Design bbpd_loop_filter_flat, sky130hd; sources not shown.
Figure 1. Signal wires on met1.
Supply wires on this layer in grey.
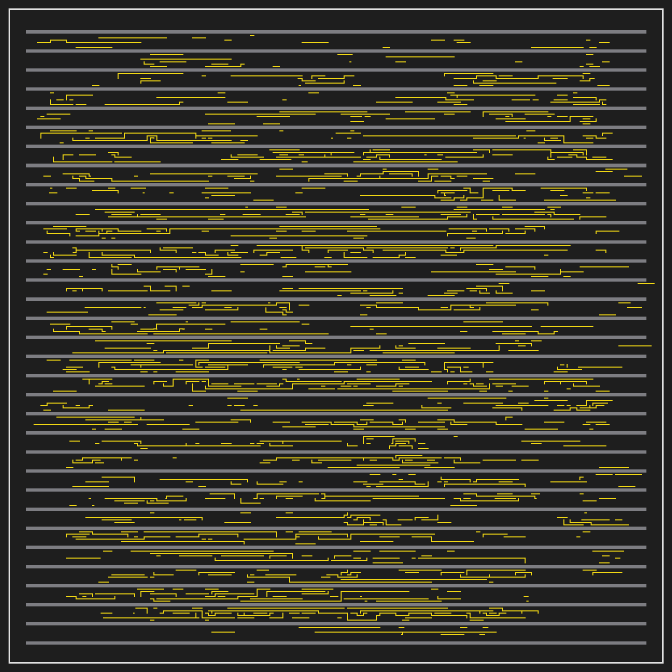
wire length on this layer: 4020 um
longest straight run: 38.9 um
nets with wire on the layer: 427
main direction: horizontal
GRT met1 Usage: 0.2827
overall routed net length: 8781 um
via count: 2721

Figure 2. Placed standard cells.
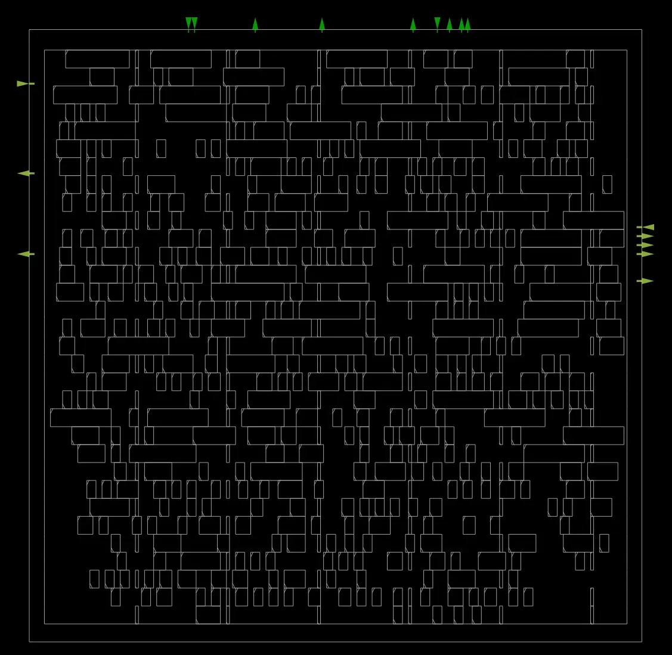
area of the core: 0.007687 sq mm
registers: 38
n_taps: 102

==> flow_metrics.env <==
# source this file to load flow results
export IMPL_netSwitchingPower_uw=689.9
export IMPL_ys_warn_count=0
export IMPL_fp_dieH_um=92.87
export IMPL_worstMarginPinSlew_ps=611.6
export IMPL_final_layout_top_logic_cells="nand2_1, inv_1, dfrtp_1"
export IMPL_biggestCellCategory="combinational gates"
export IMPL_synth_top_flop_cell="dfrtp_1"
export IMPL_cpLargestDelayFamily="simple AND/OR/NAND/NOR gates"
export IMPL_logic_area_sq_mm=0.001884
export IMPL_fp_util=0.4110
export IMPL_max_cap_violations=0
export IMPL_wl_met3_um=170
export IMPL_worst_path_largest_cell_delay_ps=460
export IMPL_synth_seq_cells=38
export IMPL_wl_met1_um=4022
export IMPL_powerClk_uw=238
export IMPL_async_reset_ff_frac=1.000
export IMPL_crit_fanout=11
export IMPL_chip_area_sq_mm=0.008625
export IMPL_final_cells=546
export IMPL_p_sw_frac=0.4826
export IMPL_fin_crit_sh=0.7831
export IMPL_final_area_sq_mm=0.003512
export IMPL_pre_cts_slack_ps=1277
export IMPL_ys_sh_xor=0.05505
export IMPL_ctsResizeCount=0
export IMPL_status="completed"
export IMPL_die_w_um=92.87
export IMPL_layout_cells_most_common="nand2_1"
export IMPL_highest_layer="met4"
export IMPL_path_common_cell="nand2_1"
export IMPL_power_mw=1.430
export IMPL_clock_fmax_mhz=223.2
export IMPL_post_route_cells_drive_above_1_share=0.1554
export IMPL_internal_power_uw=739.6
export IMPL_dp_cells=539
export IMPL_first_pass_iters=4
export IMPL_port_buffers=16
export IMPL_most_common_cell="nand2_1"
export IMPL_grt_util_all_layers=0.2244
export IMPL_seq_area_frac_synth=0.3018
export IMPL_grt_max_degree=39
export IMPL_clockBufferCount=6
export IMPL_final_core_util=0.4569
export IMPL_cts_made_buffers=5
export IMPL_timing_reg2reg_setup_slack_ps=1240
export IMPL_finalMaxSlewViolations=0
export IMPL_crit_slowest_cell="ha_1"
export IMPL_syn_to_final_growth_pct=11.17
export IMPL_fin_skew_ps=6.461
export IMPL_holdWs_ps=353.8
export IMPL_buffers=21
export IMPL_logic_gates=315
export IMPL_whs_path_depth=0
export IMPL_power_frac_seq=0.277
export IMPL_top_area_frac=0.2851
export IMPL_busiest_layer="met2"
export IMPL_grt_pass1_wl_um=15090
export IMPL_aoi_share=0.08713
export IMPL_cts_tree="built"
export IMPL_h_tree_depth=2
export IMPL_grt_remaining_overflow=0
export IMPL_relSlewSlack=0.5918
export IMPL_antennaDiodeCount=0
export IMPL_postCtsSetupRepairBufs=0
export IMPL_dp_hpwl_um=6980
export IMPL_globalRouteMet2Util=0.4082
export IMPL_critPathArrivalTime_ps=4660
export IMPL_clock_sinks=38
export IMPL_clock_area_frac=0.03206
export IMPL_antenna_found_initial=0
export IMPL_top_cells_by_count="nand2_1, inv_1, dfrtp_1"
export IMPL_avgRoutedWirePerCell_um=16.08
export IMPL_ant_nets=0
export IMPL_nonClkBufAreaFrac=0.05629
export IMPL_leakagePower_nw=1.833
export IMPL_dpl_cell_area_sq_mm=0.003400
export IMPL_nFillCells=1008
